`src/rtl/limn2600_bus_ctrl_if.sv`:
```
// Limn2600 memory bus bundle: CPU request/response side plus the shared
// slave command bus and per-slave enable/ready/data lines.
// master: the bus controller's view. slave: the CPU + memory environment's view.
interface limn2600_bus_ctrl_if #(
  parameter int unsigned DATA_WIDTH = 32
);
  // CPU side
  logic                  cpu_req;
  logic                  cpu_we;
  logic [31:0]           cpu_addr;
  logic [DATA_WIDTH-1:0] cpu_wdata;
  logic                  cpu_busy;
  logic                  cpu_ack;
  logic                  cpu_err;
  logic [DATA_WIDTH-1:0] cpu_rdata;

  // Shared slave command bus
  logic [31:0]           mem_addr;
  logic [DATA_WIDTH-1:0] mem_data_in;
  logic                  mem_we;
  logic                  mem_oe;

  // Per-slave lines
  logic                  rom_ce;
  logic                  ram_ce;
  logic                  nvram_ce;
  logic                  rom_rdy;
  logic                  ram_rdy;
  logic                  nvram_rdy;
  logic [DATA_WIDTH-1:0] rom_data_out;
  logic [DATA_WIDTH-1:0] ram_data_out;
  logic [DATA_WIDTH-1:0] nvram_data_out;

  modport master (
    input  cpu_req, cpu_we, cpu_addr, cpu_wdata,
    output cpu_busy, cpu_ack, cpu_err, cpu_rdata,
    output mem_addr, mem_data_in, mem_we, mem_oe,
    output rom_ce, ram_ce, nvram_ce,
    input  rom_rdy, ram_rdy, nvram_rdy,
    input  rom_data_out, ram_data_out, nvram_data_out
  );

  modport slave (
    output cpu_req, cpu_we, cpu_addr, cpu_wdata,
    input  cpu_busy, cpu_ack, cpu_err, cpu_rdata,
    input  mem_addr, mem_data_in, mem_we, mem_oe,
    input  rom_ce, ram_ce, nvram_ce,
    output rom_rdy, ram_rdy, nvram_rdy,
    output rom_data_out, ram_data_out, nvram_data_out
  );
endinterface

```
`src/rtl/limn2600_bus_ctrl.sv`:
```
// Limn2600 single-master memory bus controller.
// One word request at a time: decode to ROM/RAM/NVRAM, strobe the slave's ce
// for one cycle, wait for its rdy, answer with a one-cycle ack (or err for
// unmapped addresses and ROM writes).
// Optional feature: define LIMN2600_BUS_TIMEOUT_EN to bound the wait for rdy
// to TIMEOUT_CYCLES, after which the request ends in a bus error.
module limn2600_bus_ctrl #(
  parameter int unsigned DATA_WIDTH     = 32,
  parameter int unsigned TIMEOUT_CYCLES = 255
) (
  input logic                 clk,
  input logic                 rst,
  limn2600_bus_ctrl_if.master bus
);

  typedef enum logic [2:0] {
    StIdle,
    StIssue,
    StWait,
    StResp,
    StErr
  } state_e;

  typedef enum logic [1:0] {
    BankNone,
    BankRam,
    BankRom,
    BankNvram
  } bank_e;

  state_e                state_q, state_d;
  bank_e                 bank_q, bank_d;
  bank_e                 req_bank;
  logic                  we_q, we_d;
  logic [31:0]           addr_q, addr_d;
  logic [DATA_WIDTH-1:0] wdata_q, wdata_d;
  logic [DATA_WIDTH-1:0] rdata_q, rdata_d;
  logic                  sel_rdy;
  logic [DATA_WIDTH-1:0] sel_data;
  logic                  issue;

`ifdef LIMN2600_BUS_TIMEOUT_EN
  localparam int unsigned         CntWidth   = $clog2(TIMEOUT_CYCLES + 1);
  localparam logic [CntWidth-1:0] TimeoutCnt = CntWidth'(TIMEOUT_CYCLES);

  logic [CntWidth-1:0] cnt_q, cnt_d;
`else
  // Without the timeout feature the limit has no effect on the logic.
  logic unused_timeout_cycles;
  assign unused_timeout_cycles = ^TIMEOUT_CYCLES;
`endif

  // Address decode of the incoming request on the upper half-word.
  always_comb begin
    unique case (bus.cpu_addr[31:16])
      16'h0000: req_bank = BankRam;
      16'hFFFE: req_bank = BankRom;
      16'hF800: req_bank = BankNvram;
      default:  req_bank = BankNone;
    endcase
  end

  // Ready/data of the selected slave only; the others are ignored.
  always_comb begin
    sel_rdy  = 1'b0;
    sel_data = '0;
    unique case (bank_q)
      BankRam: begin
        sel_rdy  = bus.ram_rdy;
        sel_data = bus.ram_data_out;
      end
      BankRom: begin
        sel_rdy  = bus.rom_rdy;
        sel_data = bus.rom_data_out;
      end
      BankNvram: begin
        sel_rdy  = bus.nvram_rdy;
        sel_data = bus.nvram_data_out;
      end
      default: begin
        sel_rdy  = 1'b0;
        sel_data = '0;
      end
    endcase
  end

  // Next-state and request latching.
  always_comb begin
    state_d = state_q;
    bank_d  = bank_q;
    we_d    = we_q;
    addr_d  = addr_q;
    wdata_d = wdata_q;
    rdata_d = rdata_q;
`ifdef LIMN2600_BUS_TIMEOUT_EN
    cnt_d   = cnt_q;
`endif
    unique case (state_q)
      StIdle: begin
        if (bus.cpu_req) begin
          bank_d  = req_bank;
          we_d    = bus.cpu_we;
          addr_d  = bus.cpu_addr;
          wdata_d = bus.cpu_wdata;
          if (req_bank == BankNone || (req_bank == BankRom && bus.cpu_we)) begin
            state_d = StErr;
            rdata_d = '0;
          end else begin
            state_d = StIssue;
          end
        end
      end
      StIssue: begin
        state_d = StWait;
`ifdef LIMN2600_BUS_TIMEOUT_EN
        cnt_d   = '0;
`endif
      end
      StWait: begin
        if (sel_rdy) begin
          // Writes return zero; the slave's data bus is meaningless then.
          rdata_d = we_q ? '0 : sel_data;
          state_d = StResp;
        end
`ifdef LIMN2600_BUS_TIMEOUT_EN
        else if (cnt_q == TimeoutCnt) begin
          rdata_d = '0;
          state_d = StErr;
        end else begin
          cnt_d = cnt_q + CntWidth'(1);
        end
`endif
      end
      StResp:  state_d = StIdle;
      StErr:   state_d = StIdle;
      default: state_d = StIdle;
    endcase
  end

  // State and datapath registers; reset abandons any in-flight request.
  always_ff @(posedge clk or negedge rst) begin
    if (!rst) begin
      state_q <= StIdle;
      bank_q  <= BankNone;
      we_q    <= 1'b0;
      addr_q  <= '0;
      wdata_q <= '0;
      rdata_q <= '0;
    end else begin
      state_q <= state_d;
      bank_q  <= bank_d;
      we_q    <= we_d;
      addr_q  <= addr_d;
      wdata_q <= wdata_d;
      rdata_q <= rdata_d;
    end
  end

`ifdef LIMN2600_BUS_TIMEOUT_EN
  // Wait-cycle counter for the rdy timeout.
  always_ff @(posedge clk or negedge rst) begin
    if (!rst) begin
      cnt_q <= '0;
    end else begin
      cnt_q <= cnt_d;
    end
  end
`endif

  // Outputs decoded from state; the slave strobe lives only in ISSUE.
  always_comb begin
    issue           = (state_q == StIssue);
    bus.cpu_busy    = (state_q != StIdle);
    bus.cpu_ack     = (state_q == StResp);
    bus.cpu_err     = (state_q == StErr);
    bus.cpu_rdata   = rdata_q;
    bus.mem_addr    = addr_q;
    bus.mem_data_in = wdata_q;
    bus.mem_we      = issue & we_q;
    bus.mem_oe      = issue & ~we_q;
    bus.rom_ce      = issue & (bank_q == BankRom);
    bus.ram_ce      = issue & (bank_q == BankRam);
    bus.nvram_ce    = issue & (bank_q == BankNvram);
  end

  // Structural invariants of the bus protocol.
  a_ce_onehot: assert property (@(posedge clk) disable iff (!rst)
    $onehot0({bus.rom_ce, bus.ram_ce, bus.nvram_ce}));
  a_ack_err_excl: assert property (@(posedge clk) disable iff (!rst)
    !(bus.cpu_ack && bus.cpu_err));
  a_dir_with_ce: assert property (@(posedge clk) disable iff (!rst)
    (bus.mem_we || bus.mem_oe) |-> (bus.rom_ce || bus.ram_ce || bus.nvram_ce));

endmodule

```
`src/flat_wrapper.sv`:
```
// flat-port wrapper written by rule: the top's interface ports become plain ports
module limn2600_bus_ctrl_flat 
#(
  parameter int unsigned DATA_WIDTH     = 32,
  parameter int unsigned TIMEOUT_CYCLES = 255
)
  (clk, rst, bus_cpu_req, bus_cpu_we, bus_cpu_addr, bus_cpu_wdata, bus_cpu_busy, bus_cpu_ack, bus_cpu_err, bus_cpu_rdata, bus_mem_addr, bus_mem_data_in, bus_mem_we, bus_mem_oe, bus_rom_ce, bus_ram_ce, bus_nvram_ce, bus_rom_rdy, bus_ram_rdy, bus_nvram_rdy, bus_rom_data_out, bus_ram_data_out, bus_nvram_data_out);
  limn2600_bus_ctrl_if #(.DATA_WIDTH(DATA_WIDTH)) bus_i ();
  input logic clk;
  input logic rst;
  input wire logic [$bits(bus_i.cpu_req)-1:0] bus_cpu_req;
  input wire logic [$bits(bus_i.cpu_we)-1:0] bus_cpu_we;
  input wire logic [$bits(bus_i.cpu_addr)-1:0] bus_cpu_addr;
  input wire logic [$bits(bus_i.cpu_wdata)-1:0] bus_cpu_wdata;
  output wire logic [$bits(bus_i.cpu_busy)-1:0] bus_cpu_busy;
  output wire logic [$bits(bus_i.cpu_ack)-1:0] bus_cpu_ack;
  output wire logic [$bits(bus_i.cpu_err)-1:0] bus_cpu_err;
  output wire logic [$bits(bus_i.cpu_rdata)-1:0] bus_cpu_rdata;
  output wire logic [$bits(bus_i.mem_addr)-1:0] bus_mem_addr;
  output wire logic [$bits(bus_i.mem_data_in)-1:0] bus_mem_data_in;
  output wire logic [$bits(bus_i.mem_we)-1:0] bus_mem_we;
  output wire logic [$bits(bus_i.mem_oe)-1:0] bus_mem_oe;
  output wire logic [$bits(bus_i.rom_ce)-1:0] bus_rom_ce;
  output wire logic [$bits(bus_i.ram_ce)-1:0] bus_ram_ce;
  output wire logic [$bits(bus_i.nvram_ce)-1:0] bus_nvram_ce;
  input wire logic [$bits(bus_i.rom_rdy)-1:0] bus_rom_rdy;
  input wire logic [$bits(bus_i.ram_rdy)-1:0] bus_ram_rdy;
  input wire logic [$bits(bus_i.nvram_rdy)-1:0] bus_nvram_rdy;
  input wire logic [$bits(bus_i.rom_data_out)-1:0] bus_rom_data_out;
  input wire logic [$bits(bus_i.ram_data_out)-1:0] bus_ram_data_out;
  input wire logic [$bits(bus_i.nvram_data_out)-1:0] bus_nvram_data_out;
  assign bus_i.cpu_req = bus_cpu_req;
  assign bus_i.cpu_we = bus_cpu_we;
  assign bus_i.cpu_addr = bus_cpu_addr;
  assign bus_i.cpu_wdata = bus_cpu_wdata;
  assign bus_cpu_busy = bus_i.cpu_busy;
  assign bus_cpu_ack = bus_i.cpu_ack;
  assign bus_cpu_err = bus_i.cpu_err;
  assign bus_cpu_rdata = bus_i.cpu_rdata;
  assign bus_mem_addr = bus_i.mem_addr;
  assign bus_mem_data_in = bus_i.mem_data_in;
  assign bus_mem_we = bus_i.mem_we;
  assign bus_mem_oe = bus_i.mem_oe;
  assign bus_rom_ce = bus_i.rom_ce;
  assign bus_ram_ce = bus_i.ram_ce;
  assign bus_nvram_ce = bus_i.nvram_ce;
  assign bus_i.rom_rdy = bus_rom_rdy;
  assign bus_i.ram_rdy = bus_ram_rdy;
  assign bus_i.nvram_rdy = bus_nvram_rdy;
  assign bus_i.rom_data_out = bus_rom_data_out;
  assign bus_i.ram_data_out = bus_ram_data_out;
  assign bus_i.nvram_data_out = bus_nvram_data_out;
  limn2600_bus_ctrl #(.DATA_WIDTH(DATA_WIDTH), .TIMEOUT_CYCLES(TIMEOUT_CYCLES)) u_core (.clk(clk), .rst(rst), .bus(bus_i));
endmodule
```
`config.mk`:
```
export PLATFORM = sky130hd
export DESIGN_NAME = limn2600_bus_ctrl_flat
export DESIGN_NICKNAME = d
export VERILOG_FILES = /design/src/rtl/limn2600_bus_ctrl_if.sv /design/src/rtl/limn2600_bus_ctrl.sv /design/src/flat_wrapper.sv
export SDC_FILE = /design/constraint.sdc
export NUM_CORES = 1
export LEC_CHECK = 0
export CORE_UTILIZATION = 34
export CTS_CLUSTER_DIAMETER = 40
export DETAILED_ROUTE_END_ITERATION = 10
export GPL_ROUTABILITY_DRIVEN = 0
export HOLD_SLACK_MARGIN = 0.02
export PLACE_DENSITY = 0.72
export SLEW_MARGIN = 15
export SYNTH_ARGS = -nofsm -noshare
export SYNTH_HDL_FRONTEND = slang
export SYNTH_SLANG_ARGS = --single-unit
```
`constraint.sdc`:
```
create_clock -name clk -period 1.5 [get_ports clk]
set_input_delay 0.225 -clock clk [delete_from_list [all_inputs] [get_ports clk]]
set_output_delay 0.225 -clock clk [all_outputs]
set_load 0.05 [all_outputs]
```
==> GITHUB_STEP_SUMMARY, run 1 <==
### Flow metrics

| Metric | Value |
|---|---|
| Failing checks | `negative setup slack` |
| Die width | `around 120 um` |
| CTS sink cnt | `102` |
| List of most frequent post-synthesis cells | `nand2_1 (199), dfrtp_1 (102), a22oi_1 (32), mux2_2 (32), o2bb2ai_1 (31)` |
| Layout Nets | `between 900 and 1,000` |
| Post-route clock skew | `0.00374 ns` |
| First-pass GRT wire length | `around 26,000 um` |
| Yosys stat chip area | `4640 um^2` |
| Internal power | `5.33 mW` |
| Number of flops mapped to enable cells by yosys | `0` |
| Largest net degree at the start of global routing | `51` |
| Worst-path fanout max | `8` |
| Fmax | `0.564 GHz` |
| Post-synthesis sequential element count | `102` |
| Unique cell types | `34` |
| Area after DPL | `between 7000 and 8000 um^2` |
| Drt initial violations | `319` |
| Final Hold Fails | `0` |
| Min setup slack post-route | `-0.272 ns` |
| PD cells | `between 800 and 900 nW/um^2` |
| Outcome | `complete, but fails checks` |
| Area share, top type | `55.0%` |
| # rows | `approximately 42` |
| Floorplan utilization | `between 30% and 40%` |
| PortBufs | `270` |
| Endpoints failing setup | `around 100` |
| Synth warnings | `0` |
| Antenna violations before repair | `3` |
| Inserted Clock Buffers | `9` |
[run 1: final timing paths]
path	slack, ns	start	cells after the start	endpoint
max in group asynchronous	0.70	rst	3	u_core.state_q[2]
max reg2reg	-0.27	u_core.state_q[1]	9	u_core.bus.cpu_rdata[14]
min reg2reg	0.47	u_core.bus.mem_addr[18]	2	u_core.bus.mem_addr[18]
min	0.19	bus_cpu_addr[30]	4	u_core.bus.mem_addr[30]
max	-0.27	u_core.state_q[1]	9	u_core.bus.cpu_rdata[14]
min in group asynchronous	0.27	rst	2	u_core.bus.mem_data_in[12]
[run 1: layer usage]
metal / track usage [%] / vias to the layer above / wire length, um
met5: 0 / - / 0
met2: 41.8 / 216 / 10100
met4: 11.4 / 0 / 587
met3: 5.08 / 34 / 1110
li1: - / 2274 / -
met1: 27.8 / 2415 / 7670
[run 1: layout by cell type (no fill, tap or decap), drive strengths merged, types with 6 or more instances in the layout]
master,synthesis,final
a22oi,32,32
buf,16,172
clkbuf,17,25
clkdlybuf4s50,0,154
dfrtp,102,102
dlygate4sd2,0,8
mux2,32,32
nand2,199,201
nor2,6,6
o2bb2ai,33,33
[run 1: area by class of cell]
cell class	count	area [um^2]
clock buffers	14	274
repair buffers	348	3700
diodes	3	7.51
flip-flops and latches	102	2550
multi-input cells	337	2470
inverters	2	7.51
fillers	959	4050
clock inverters	2	15.0
well taps	176	220
[run 1: tightest hold or removal path: cells and delay by family]
family        cells  cell delay, ns
simple gates      2            0.09
buf+inv           2            0.19
[run 1: registers in the layout, summed over array words and instances, names as in the netlist]
| register | count |
|---|---|
| u_core.we_q | 1 |
| u_core.bus.cpu_rdata | 32 |
| u_core.bank_q | 2 |
| u_core.bus.mem_data_in | 32 |
| u_core.state_q | 3 |
| u_core.bus.mem_addr | 32 |
[run 1: cells by family after synthesis]
| logic type | Yosys count | synth area share [%] |
|---|---|---|
| simple gates | 228 | 19.8 |
| compound gates | 72 | 13.1 |
| flops | 102 | 55.0 |
| buf+inv | 35 | 3.64 |
| xor+xnor | 1 | 0.189 |
| mux | 34 | 8.20 |
[run 1: timing repair]
| item | CTS | global route |
|---|---|---|
| hold endpoints to repair | 96 | 0 |
| buffers inserted | 16 | 5 |
| endpoints found under the setup margin | 42 | 109 |
| pin swaps | 13 | 11 |
| hold buffers | 1 | 0 |
| resized | 72 | 50 |
| cloned | 6 | 20 |
[run 1: power groups by stage]
stage               clock network, mW  registers [mW]  logic (mW)
floorplan                           0            3.95       0.356
global placement                    0            3.16        2.20
global route                     2.46            3.15        2.68
detailed placement                  0            3.17        2.24
CTS                              2.31            3.12        2.34
finish                           2.26            3.12        2.56
[run 1: stage by stage]
step / utilization (%) / setup TNS [ns] / hold WS, ns
2_1_floorplan: - / -4.60 / -0.0706
3_3_place_gp: 57.7 / -21.90 / 0.0804
3_5_place_dp: 57.7 / -23.43 / 0.0831
4_1_cts: 64.1 / -6.43 / 0.177
5_1_grt: 69.6 / -18.08 / 0.214
6_report: 69.6 / -12.92 / 0.194
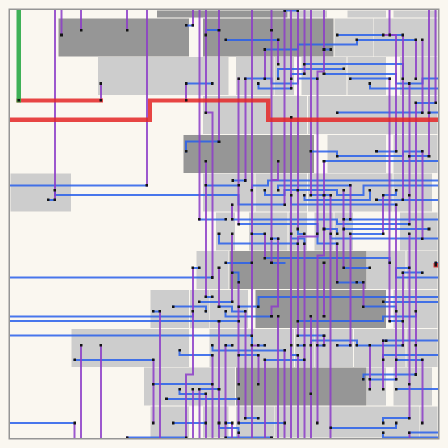
(run_1/closeup.png)
Region (44, 44) to (74, 74) um. Cells in grey, sequential cells in the stronger grey; small squares are vias.
| layer | colour |
|---|---|
| M2 | purple |
| M1 | blue |
| M4 | green |
| M3 | red |
netlist names of flops here include: `u_core.state_q` (3), `u_core.bank_q` (2)
sequential cells in the window: 6
most frequent: buf_4 (12), nand2_1 (5), dfrtp_1 (5)
cells with their middle in the window: 46

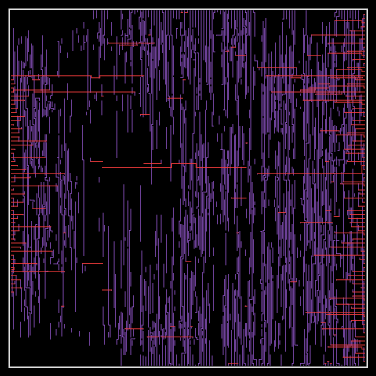
(run_1/layers.png)
Drawn at 3 px/um. Only two layers are drawn.
| layer | colour | wire length |
|---|---|---|
| M3 | red | 1,110 um |
| M2 | purple | 10,100 um |
Post-Route WL: 19,500 um
Global Route Usage Sum: 23.9%
Via Count: 4,939
WL per Instance: 19.8 um

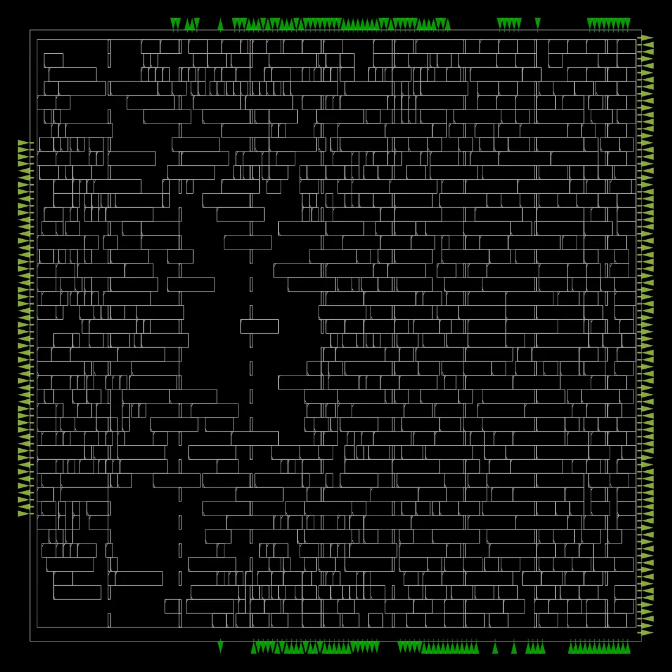
(run_1/placed.png)
core footprint: 13,300 um^2
final core occ: 69.6%

==> run 2: changes to the inputs <==
Settings changed: HOLD_SLACK_MARGIN 0.02 to default.
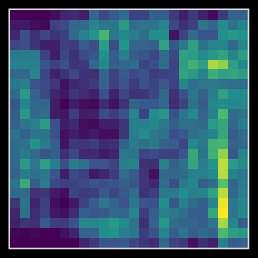
(run_2/route_heat.png)
Drawn at 2 px/um. The die is cut into 24 by 24 equal tiles; dark purple is low, yellow is high, scaled to the fullest tile. Values are wire area over tile area, all layers added.
tiles over half the peak: 11%
mean over tiles: 0.22
nearly empty tiles: 3.1%

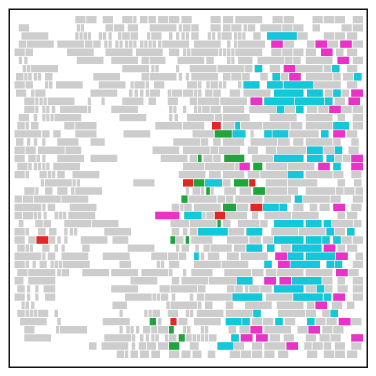
(run_2/gates.png)
Drawn at 3 px/um.
| family | colour | cells | most used |
|---|---|---|---|
| and/or cells | red | 7 | and3b_2 |
| mux cells | magenta | 34 | mux2_2 |
| nor cells | green | 17 | nor2_1 |
| aoi and oai cells | cyan | 70 | a22oi_1 |
most used logic cell in the final layout: nand2_1
logic share of the area: 26.7%

==> GITHUB_STEP_SUMMARY, run 2 <==
### Flow metrics

| Metric | Value |
|---|---|
| Failing checks | `negative setup slack (unchanged)` |
| PD cells | `859 nW/um^2 (unchanged)` |
| Reg-to-reg setup timing slack | `-0.27 ns (about the same)` |
| List of most frequent post-synthesis cells | `nand2_1 (199), dfrtp_1 (102), a22oi_1 (32), mux2_2 (32), o2bb2ai_1 (31) (unchanged)` |
| Layout Nets | `967 (unchanged)` |
| Antenna violations before repair | `3 (unchanged)` |
| Outcome | `complete, but fails checks (unchanged)` |
| Yosys stat chip area | `4640 um^2 (unchanged)` |
| Post-synthesis sequential element count | `102 (unchanged)` |
| Top cells excl fill/tap | `nand2_1 (196), clkdlybuf4s50_1 (154), buf_4 (121), dfrtp_1 (101) (unchanged)` |
| Inserted Clock Buffers | `9 (unchanged)` |
| Endpoints failing setup | `101 (unchanged)` |
| CTS sink cnt | `102 (unchanged)` |
| Post-Route WL | `19,500 um (unchanged)` |
| Unique cell types | `34 (unchanged)` |
| Worst Hold End | `u_core.bus.mem_addr[30] (unchanged)` |
| Die width | `119 um (unchanged)` |
| Floorplan utilization | `34.9% (unchanged)` |
| Area after DPL | `7670 um^2 (unchanged)` |
| Min setup slack post-route | `-0.272 ns (unchanged)` |
| WL per Instance | `19.8 um (unchanged)` |
| Post-route clock skew | `0.00374 ns (unchanged)` |
| Final Hold Fails | `0 (unchanged)` |
| Synth top cell by count | `nand2_1 (unchanged)` |
| PortBufs | `270 (unchanged)` |
| Reg-to-Reg End | `u_core.bus.cpu_rdata[14] (unchanged)` |
| Global Route Usage Sum | `23.9% (unchanged)` |
| Worst endpoint required time | `1.77 ns (about the same)` |
| Area share, top type | `55.0% (unchanged)` |
| Hold path cells | `4 (unchanged)` |
| Via Count | `4,939 (unchanged)` |
| Critical R2R Launch | `u_core.state_q[1] (unchanged)` |
| Final core occ | `69.6% (unchanged)` |
| Number of flops mapped to enable cells by yosys | `0 (unchanged)` |
| Worst-path fanout max | `8 (unchanged)` |
| HP Start | `bus_cpu_addr[30] (unchanged)` |
| Core footprint | `13,300 um^2 (unchanged)` |
| Sum Neg Setup Slack | `-12.92 ns (unchanged)` |
| Worst-case reg-to-reg path depth | `9 (unchanged)` |
==> run 2: cell counts after synthesis <==
Identical to the previous run, type by type.
==> run 2: power by group <==
part | switching [mW] | internal, mW | leakage (nW)
registers | 0.144 | 2.98 | 1.31
clock network | 0.996 | 1.26 | 0.135
logic | 1.47 | 1.09 | 2.79
==> run 2: how the worst max path moves through the flow <==
stage	start	end	slack [ns]	cells after the start
finish	u_core.state_q[1]	u_core.bus.cpu_rdata[14]	-0.27	9
global route	u_core.state_q[0]	u_core.bus.cpu_rdata[23]	-0.31	9
CTS	u_core.state_q[2]	bus_rom_ce	-0.23	4
detailed placement	bus_cpu_addr[28]	u_core.bus.cpu_rdata[8]	-0.72	7
global placement	bus_cpu_addr[28]	u_core.bus.cpu_rdata[17]	-0.65	7
floorplan	bus_cpu_addr[28]	u_core.bus.cpu_rdata[0]	-0.07	6
==> run 2: layout make-up <==
class / instances / area (um^2)
clock buffers: 14 / 274
flip-flops and latches: 102 / 2550
diodes: 3 / 7.51
multi-input cells: 337 / 2470
fillers: 959 / 4050
well taps: 176 / 220
clock inverters: 2 / 15.0
repair buffers: 348 / 3700
inverters: 2 / 7.51
==> run 2: worst min-delay path, delay by kind of cell <==
kind	cells	cell delay [ns]
buffers and inverters	2	0.19
AND/OR/NAND/NOR	2	0.09
==> run 2: metal layers <==
layer  routed length [um]  share of wire (%)  track usage, %
met3                 1110                5.7            5.08
met4                  587                3.0            11.4
met2                10100                 52            41.8
met5                    0                  0               0
met1                 7670                 39            27.8
==> run 2: cells by family after synthesis <==
| family | share of synthesized area (%) |
|---|---|
| compound gates | 13.1 |
| xor+xnor | 0.189 |
| buf+inv | 3.64 |
| flops | 55.0 |
| mux | 8.20 |
| simple gates | 19.8 |
==> run 2: repair_timing <==
item	CTS	global route
hold endpoints to repair	48	0
hold buffers	1	0
pin swaps	13	11
setup endpoints to repair	42	109
buffers inserted	16	5
gates cloned	6	20
resized	72	50
==> run 2: per-stage QoR <==
| step | cells | setup WS (ns) | hold WS [ns] | power [mW] |
|---|---|---|---|---|
| 2_1_floorplan | 472 | -0.0712 | -0.0706 | 4.31 |
| 3_3_place_gp | 919 | -0.650 | 0.0804 | 5.37 |
| 3_5_place_dp | 919 | -0.724 | 0.0831 | 5.40 |
| 4_1_cts | 958 | -0.234 | 0.177 | 7.77 |
| 5_1_grt | 984 | -0.314 | 0.214 | 8.28 |
| 6_report | 984 | -0.272 | 0.194 | 7.94 |
Power and IR drop assume default switching activity.
